==> run_1/floorplan.png <==
Scale bar: 50 um. Pins as bars on the die edge.
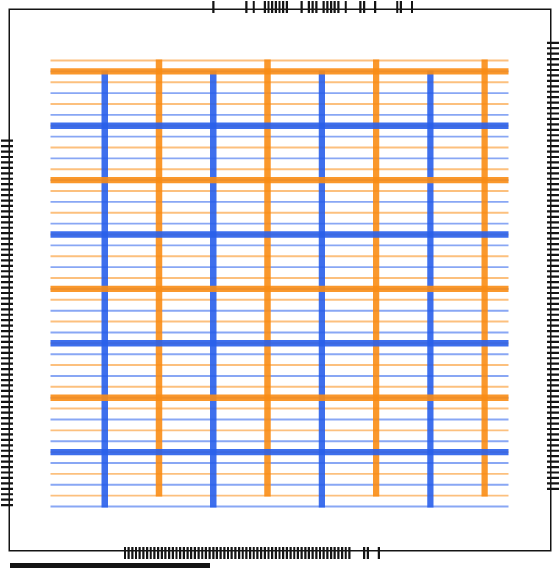
==> run_1/class_map.png <==
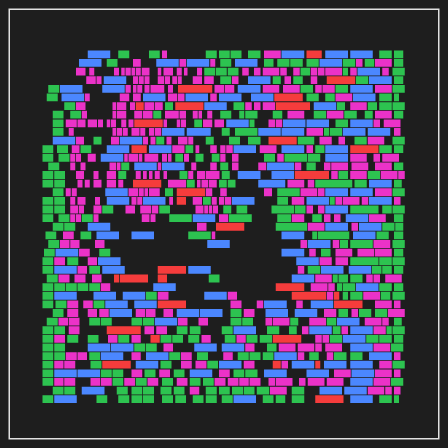
==> run_1/clock_wires.png <==
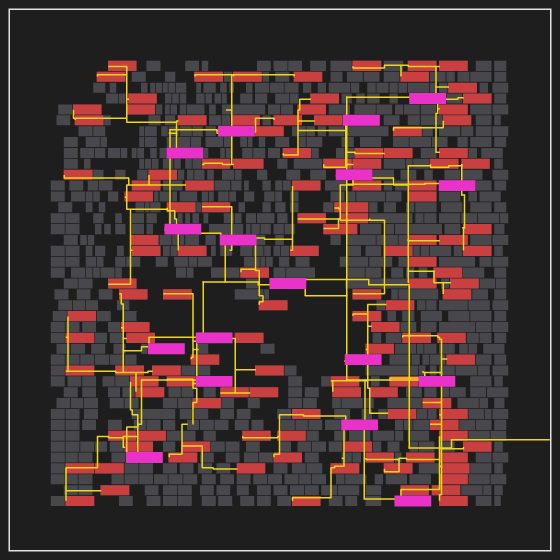
==> run_1/layers.png <==
Scale bar: 50 um.
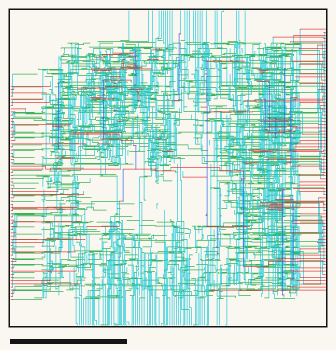
$ cat config.mk
export PLATFORM = sky130hd
export DESIGN_NAME = mem_arbiter
export DESIGN_NICKNAME = d
export VERILOG_FILES = /design/src/rtl/mem_arbiter.sv
export SDC_FILE = /design/constraint.sdc
export NUM_CORES = 1
export LEC_CHECK = 0
export CORE_MARGIN = 10
export CORE_UTILIZATION = 42
export DETAILED_ROUTE_END_ITERATION = 16
export MAX_ROUTING_LAYER = met4
export PLACE_DENSITY = 0.8
export REMOVE_ABC_BUFFERS = 1
export SYNTH_ARGS = -nofsm -noshare
export SYNTH_HDL_FRONTEND = slang
export SYNTH_SLANG_ARGS = --single-unit
$ cat constraint.sdc
create_clock -name main_clk -period 2.4 [get_ports main_clk]
set_clock_uncertainty 0.15 [all_clocks]
set_input_delay 0.72 -clock main_clk [delete_from_list [all_inputs] [get_ports main_clk]]
set_output_delay 0.72 -clock main_clk [all_outputs]
set_load 0.01 [all_outputs]
$ cat src/rtl/mem_arbiter.sv
// Two-requester arbiter (host, CPU) for a 4096x32 single-port memory, with a
// full-memory clear sweep and CPU anti-starvation.
module mem_arbiter (
  input  logic        main_clk,
  input  logic        reset,
  input  logic        clr_mem,
  input  logic        host_req,
  input  logic        host_rw,
  input  logic [11:0] host_addr,
  input  logic [31:0] host_wdata,
  output logic        host_gnt,
  output logic        host_rvalid,
  output logic [31:0] host_rdata,
  input  logic        cpu_req,
  input  logic        cpu_rw,
  input  logic [11:0] cpu_addr,
  input  logic [31:0] cpu_wdata,
  output logic        cpu_gnt,
  output logic        cpu_rvalid,
  output logic [31:0] cpu_rdata,
  output logic        mem_en,
  output logic        mem_rw,
  output logic [11:0] mem_addr,
  output logic [31:0] mem_wdata,
  input  logic [31:0] mem_rdata,
  output logic        busy
);

  localparam int unsigned AW = 12;
  localparam int unsigned DW = 32;
  localparam int unsigned CW = 2;

  localparam logic [0:0] ST_ARB   = 1'b0;
  localparam logic [0:0] ST_CLEAR = 1'b1;

  localparam logic [AW-1:0] LAST_ADDR    = {AW{1'b1}};
  localparam logic [CW-1:0] STARVE_LIMIT = CW'(2);

  logic [0:0]    state_q, state_d;
  logic [AW-1:0] sweep_q, sweep_d;
  logic [CW-1:0] starve_q, starve_d;
  logic          host_gnt_q, host_gnt_d;
  logic          cpu_gnt_q, cpu_gnt_d;
  logic          mem_en_q, mem_en_d;
  logic          mem_rw_q, mem_rw_d;
  logic [AW-1:0] mem_addr_q, mem_addr_d;
  logic [DW-1:0] mem_wdata_q, mem_wdata_d;
  logic          busy_q, busy_d;
  logic          host_rvalid_q, host_rvalid_d;
  logic          cpu_rvalid_q, cpu_rvalid_d;
  logic [DW-1:0] host_hold_q, host_hold_d;
  logic [DW-1:0] cpu_hold_q, cpu_hold_d;

  logic host_elig, cpu_elig, host_win, cpu_win;

  // A requester still seeing its grant this cycle is presenting a served request.
  assign host_elig = host_req & ~host_gnt_q;
  assign cpu_elig  = cpu_req & ~cpu_gnt_q;

  always_comb begin
    state_d       = state_q;
    sweep_d       = sweep_q;
    starve_d      = starve_q;
    host_gnt_d    = 1'b0;
    cpu_gnt_d     = 1'b0;
    mem_en_d      = 1'b0;
    mem_rw_d      = 1'b0;
    mem_addr_d    = mem_addr_q;
    mem_wdata_d   = mem_wdata_q;
    busy_d        = 1'b0;
    host_win      = 1'b0;
    cpu_win       = 1'b0;
    host_rvalid_d = host_gnt_q & ~mem_rw_q;
    cpu_rvalid_d  = cpu_gnt_q & ~mem_rw_q;
    host_hold_d   = host_rvalid_q ? mem_rdata : host_hold_q;
    cpu_hold_d    = cpu_rvalid_q ? mem_rdata : cpu_hold_q;

    case (state_q)
      ST_ARB: begin
        if (clr_mem) begin
          state_d     = ST_CLEAR;
          sweep_d     = '0;
          mem_en_d    = 1'b1;
          mem_rw_d    = 1'b1;
          mem_addr_d  = '0;
          mem_wdata_d = '0;
          busy_d      = 1'b1;
        end else begin
          cpu_win  = cpu_elig & (~host_elig | (starve_q == STARVE_LIMIT));
          host_win = host_elig & ~cpu_win;
          if (host_win) begin
            host_gnt_d  = 1'b1;
            mem_en_d    = 1'b1;
            mem_rw_d    = host_rw;
            mem_addr_d  = host_addr;
            mem_wdata_d = host_wdata;
          end else if (cpu_win) begin
            cpu_gnt_d   = 1'b1;
            mem_en_d    = 1'b1;
            mem_rw_d    = cpu_rw;
            mem_addr_d  = cpu_addr;
            mem_wdata_d = cpu_wdata;
          end
        end
      end
      ST_CLEAR: begin
        // sweep_q is the address on the bus this cycle; it wraps to 0 on exit.
        sweep_d = sweep_q + AW'(1);
        if (sweep_q == LAST_ADDR) begin
          state_d = ST_ARB;
        end else begin
          mem_en_d    = 1'b1;
          mem_rw_d    = 1'b1;
          mem_addr_d  = sweep_q + AW'(1);
          mem_wdata_d = '0;
          busy_d      = 1'b1;
        end
      end
      default: state_d = ST_ARB;
    endcase

    if (cpu_win || !cpu_req) begin
      starve_d = '0;
    end else if (host_win && cpu_elig) begin
      starve_d = starve_q + CW'(1);
    end
  end

  always_ff @(posedge main_clk) begin
    if (reset) begin
      state_q       <= ST_ARB;
      sweep_q       <= '0;
      starve_q      <= '0;
      host_gnt_q    <= 1'b0;
      cpu_gnt_q     <= 1'b0;
      mem_en_q      <= 1'b0;
      mem_rw_q      <= 1'b0;
      mem_addr_q    <= '0;
      mem_wdata_q   <= '0;
      busy_q        <= 1'b0;
      host_rvalid_q <= 1'b0;
      cpu_rvalid_q  <= 1'b0;
      host_hold_q   <= '0;
      cpu_hold_q    <= '0;
    end else begin
      state_q       <= state_d;
      sweep_q       <= sweep_d;
      starve_q      <= starve_d;
      host_gnt_q    <= host_gnt_d;
      cpu_gnt_q     <= cpu_gnt_d;
      mem_en_q      <= mem_en_d;
      mem_rw_q      <= mem_rw_d;
      mem_addr_q    <= mem_addr_d;
      mem_wdata_q   <= mem_wdata_d;
      busy_q        <= busy_d;
      host_rvalid_q <= host_rvalid_d;
      cpu_rvalid_q  <= cpu_rvalid_d;
      host_hold_q   <= host_hold_d;
      cpu_hold_q    <= cpu_hold_d;
    end
  end

  assign host_gnt    = host_gnt_q;
  assign cpu_gnt     = cpu_gnt_q;
  assign mem_en      = mem_en_q;
  assign mem_rw      = mem_rw_q;
  assign mem_addr    = mem_addr_q;
  assign mem_wdata   = mem_wdata_q;
  assign busy        = busy_q;
  assign host_rvalid = host_rvalid_q;
  assign cpu_rvalid  = cpu_rvalid_q;
  // Memory data arrives the cycle after the read command, so rdata passes it
  // through while rvalid is high and otherwise shows the last captured value.
  assign host_rdata  = host_rvalid_q ? mem_rdata : host_hold_q;
  assign cpu_rdata   = cpu_rvalid_q ? mem_rdata : cpu_hold_q;

endmodule
==> flow_summary.ini, run 1 <==
; physical design summary
[final_timing]
finalSetupViolCount = 13
maxSlewViolCount = 0
tightestPinTransition_ns = 0.896
finalCriticalPeriod_ns = 2.44
layout_setup_ws_ns = -0.0404

[hold_path]
min-delay-start = mem_rw
min_to = cpu_rvalid
hold_path_depth = 1

[worst_setup_path]
r2r-end = mem_addr[3]
crit_chain = bufbuf_16 > mux2_2 > buf_2
arrival_ns = 1.57
max_stage_delay_ns = 0.38
critPathMaxFanout = 7
slowest_stage = dfxtp_4
setup.worst_path.end_class = output port

[layout]
drive_above_1_share_pct = 27.2
n_antenna_cell = 0
area_delta_synth_final_pct = 69.6

[flow_run]
maxCapViolations = 0
warning_count = 27

[drt]
vias = 5379
drtAntennaViolNets = 0
viasPerCell = 5.45
route.detailed.drc = 0
drtIter0Drc = 409

[clock_tree]
cts_buffer_depth = 2
cts_tree = done
htreeDepth = 4
hold_buffers = 0

[synthesis]
ff_type = dfxtp_1
yosys_area_um2 = 5560
largest_area_cell = dfxtp_1
ys_seq_share_pct = 46.5
edf_count = 0
top_cells_by_area = dfxtp_1, mux2_2, nor2b_1, mux2i_1, o2bb2ai_1
syn_area_per_cell_um2 = 10.3

[placement]
io_buffers = 241
dp_hpwl_um = 14000
place.gp.congestion = 0.891

[power_and_ir_drop]
leakage_nw = 3.91
total_power_mw = 5.82

[floorplan]
fp_util_pct = 43.5

[global_route]
grt_pass1_vias = 5567
grt_max_degree = 75

[status]
status = complete, but fails checks
violations = negative setup slack
About floorplan.png:
legend:
  orange:
    net: VDD
  blue:
    net: VSS
signal pins: 242
met1 rails: 42

About class_map.png:
legend:
  blue:
    class: sequential cells
    cells: 129
  green:
    class: remaining buffers and delay cells
    cells: 292
  magenta:
    class: remaining logic cells
    cells: 362
  red:
    class: clock drivers and dummy loads
    cells: 32

About clock_wires.png:
legend:
  red:
    item: flip-flops
    count: 129
  magenta:
    item: clock-net drivers
    count: 17
  yellow:
    item: clock wires
    length: 1650 um
routed clock nets: 18

About layers.png:
legend:
  blue:
    layer: M4
    wire_length: 419 um
  green:
    layer: M1
    wire_length: 8630 um
  cyan:
    layer: M2
    wire_length: 10800 um
  red:
    layer: M3
    wire_length: 1810 um

-- run 1: sequential cells by signal, indices dropped and copies added, names as in the netlist --
name         count
host_hold_q     32
host_gnt         1
mem_rw           1
starve_q         2
host_rvalid      1
cpu_rvalid       1
mem_wdata       32
cpu_hold_q      32
mem_addr        12
cpu_gnt          1
busy             1
mem_en           1
sweep_q         12
-- run 1: power by group --
part | internal, mW | total (mW) | switching [mW]
sequential | 2.20 | 2.23 | 0.0344
clock | 1.90 | 2.88 | 0.980
combinational | 0.416 | 0.708 | 0.292
-- run 1: critical path: cells and delay by family (launching register included) --
| kind | cells | cell delay (ns) |
|---|---|---|
| muxes | 1 | 0.35 |
| buffers and inverters | 2 | 0.43 |
| DFF | 1 | 0.38 |
-- run 1: what timing repair did --
action | CTS | global route
endpoints found under the hold margin | 0 | 0
setup buffers | 14 | 2
gates cloned | 4 | 2
endpoints found under the setup margin | 66 | 49
gates resized | 388 | 38
-- run 1: placed cells by master, fill, tap and decap left out, types with 14 or more instances in the layout --
cell / n
a21oi_1: 24
buf_4: 32
buf_6: 58
clkbuf_16: 19
clkdlybuf4s50_1: 141
dfxtp_1: 126
dlygate4sd2_1: 34
mux2_4: 54
mux2i_1: 32
nand2_1: 14
nand3_1: 15
nor2b_1: 67
o21ai_0: 19
o2bb2ai_1: 32
-- run 1: per-stage QoR --
step	std cells	instance area [um2]	setup TNS [ns]	setup slack, ns	hold slack, ns
detailed placement	934	8280	-33.49	-0.437	0.295
global placement	934	8280	-31.84	-0.412	0.294
finish	987	9430	-0.345	-0.0404	0.292
global route	987	9430	-1.18	-0.0811	0.323
floorplan	491	5350	-20.72	-0.622	0.307
CTS	984	9230	-0.609	-0.0715	0.299
-- run 1: kinds of logic (layout without fill, tap and decap cells) --
kind of cell | Yosys count | count (layout) | share of synthesized area [%]
AOI/OAI and AO/OA | 114 | 114 | 14.7
xor gates and xnor gates | 4 | 4 | 0.631
adders and majority gates | 2 | 2 | 0.450
buffers and inverters | 50 | 327 | 3.92
DFF | 129 | 129 | 46.5
muxes | 96 | 96 | 18.7
and+or+nand+nor | 143 | 143 | 15.1
-- run 1: cell type report --
class / count / area (um2)
clock inverter: 13 / 206
clock buffer: 19 / 453
fill: 858 / 3350
timing repair buffer: 292 / 2990
inverter: 3 / 11.3
multi-input combinational: 359 / 2960
sequential: 129 / 2590
tap: 172 / 215
-- run 1: worst max path at each step --
stage / from / end
after floorplan: host_req / mem_addr[6]
final: cpu_rvalid / cpu_rdata[14]
after global placement: mem_rdata[10] / cpu_rdata[10]
after detailed placement: mem_rdata[10] / cpu_rdata[10]
after global routing: cpu_rvalid / cpu_rdata[14]
after CTS: cpu_rvalid / cpu_rdata[16]
-- run 1: per-layer routing --
layer	global-route usage (%)	part of all wire (%)
met1	25.0	40
met2	37.6	50
met3	7.57	8.4
met4	6.64	1.9
met5	-	0
==> run_1/congestion_map.png <==
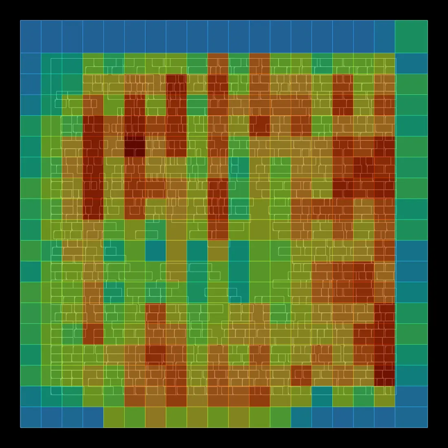

==> run 2: changes to the inputs <==
CORE_MARGIN = not set   (was 10)
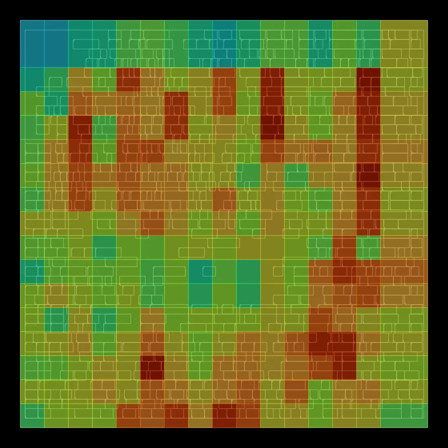
(run_2/congestion_map.png)
global route hottest layer: met2
wire per inst: 18.4 um
utilization after layout: 72.1%

==> flow_summary.ini, run 2 <==
; physical design summary
[flow_run]
maxCapViolations = 0
warning_count = 27

[hold_path]
hold_path_depth = 1

[worst_setup_path]
setup.worst_path.end_class = output port
worst-path-buf-inv = 3
critPathMaxFanout = 7
slowest_stage = dfxtp_4
arrival_ns = 1.52
cp.required_ns = 1.53
start_kind = flop
crit_chain = buf_12 > buf_16 > mux2_4 > buf_6
cp_top_family = buffers and inverters
max_stage_delay_ns = 0.36
critical_path_depth = 4

[layout]
area_delta_synth_final_pct = 65.8
lay_top_count = clkdlybuf4s50_1
lay_top_cells = clkdlybuf4s50_1, dfxtp_1, nor2b_1
finalNonFillerCells = 979
fin_area_um2 = 9220
drive_above_1_share_pct = 26.5
n_antenna_cell = 0

[synthesis]
ys_seq_share_pct = 46.5
largest_area_cell = dfxtp_1
yosys_area_um2 = 5560
yosys.area_share.xor_xnor_pct = 0.630
edf_count = 0
ff_type = dfxtp_1
top_cells_by_area = dfxtp_1, mux2_2, nor2b_1, mux2i_1, o2bb2ai_1
synthTopLogicFamily = multiplexers
ys_cells = 538
synthAoiAreaFrac_pct = 14.7
ys_sh_simple_pct = 15.1
adder_share_pct = 0.450
syn_area_per_cell_um2 = 10.3

[global_route]
grt_pass1_vias = 5182
antenna_found_initial = 0
grt_max_degree = 54

[clock_tree]
htreeDepth = 4
cts_buffer_depth = 2
cts_tree = done
hold_buffers = 0

[power_and_ir_drop]
power_switching_mw = 1.26
leakage_nw = 3.84
total_power_mw = 5.67
pwr-share-clk_pct = 48.5
combPwrFrac_pct = 12.1
intPower_mw = 4.41
p_sw_share_pct = 22.2

[final_timing]
tightestPinTransition_ns = 0.795
fin_setup_tns_ns = 0
finalCriticalPeriod_ns = 2.39
finalSetupViolCount = 0

[placement]
io_buffers = 241
dp_hpwl_um = 11900
dp_cells = 933
place.gp.congestion = 0.865

[drt]
vias = 5161
viasPerCell = 5.27
drtAntennaViolNets = 0

[floorplan]
fp_util_pct = 43.5

[status]
status = finished clean
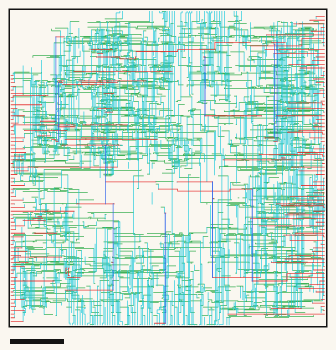
(run_2/layers.png)
Scale bar: 20 um.
legend:
  red:
    layer: M3
    wire_length: 1510 um
  cyan:
    layer: M2
    wire_length: 8950 um
  blue:
    layer: M4
    wire_length: 310 um
  green:
    layer: M1
    wire_length: 7200 um

[run 2: routing by layer]
layer | track usage, % | wire length, um | vias to the layer above
met5 | - | 0 | -
met4 | 9.62 | 310 | 0
met3 | 8.39 | 1510 | 23
met2 | 47.6 | 8950 | 234
met1 | 28.3 | 7200 | 2449
li1 | - | - | 2455
[run 2: path summary, 6_finish.rpt]
path | slack, ns | startpoint | end
min reg2reg | 0.31 | mem_wdata[0] | mem_wdata[0]
min | 0.31 | mem_wdata[0] | mem_wdata[0]
max | 0.009 | host_rvalid | host_rdata[26]
max reg2reg | 0.15 | sweep_q[0] | mem_wdata[13]
[run 2: what timing repair did]
action / in CTS / in global routing
cloned: 4 / 0
hold endpoints to repair: 0 / 0
gates resized: 390 / 12
buffers inserted: 9 / 4
setup endpoints to repair: 66 / 28
[run 2: metrics by stage]
step	setup WS (ns)	util, %
floorplan	-0.622	-
global placement	-0.407	64.6
detailed placement	-0.420	64.6
CTS	-0.00867	71.6
global route	-0.0326	72.1
finish	0.00930	72.1
[run 2: logic make-up (layout without fill, tap and decap cells)]
kind of cell / after synthesis / count (layout)
xor gates and xnor gates: 4 / 4
buffers and inverters: 50 / 319
DFF: 129 / 129
and+or+nand+nor: 143 / 143
AOI/OAI and AO/OA: 114 / 114
adders and majority gates: 2 / 2
muxes: 96 / 96
[run 2: area by class of cell]
class / instances / area [um2]
inverters: 3 / 11.3
repair buffers: 286 / 2810
clock inverters: 10 / 159
clock buffers: 20 / 467
well taps: 172 / 215
fillers: 897 / 3560
flip-flops and latches: 129 / 2590
multi-input cells: 359 / 2960
[run 2: power by group through the flow]
stage	Combinational, mW	Sequential, mW	Clock, mW
after global placement	0.658	2.27	0
after detailed placement	0.671	2.28	0
after floorplan	0.195	2.30	0
after global routing	0.731	2.24	2.89
after CTS	0.681	2.23	2.78
final	0.687	2.23	2.75
Power figures rest on the tool's default switching activity, not on a simulated workload.
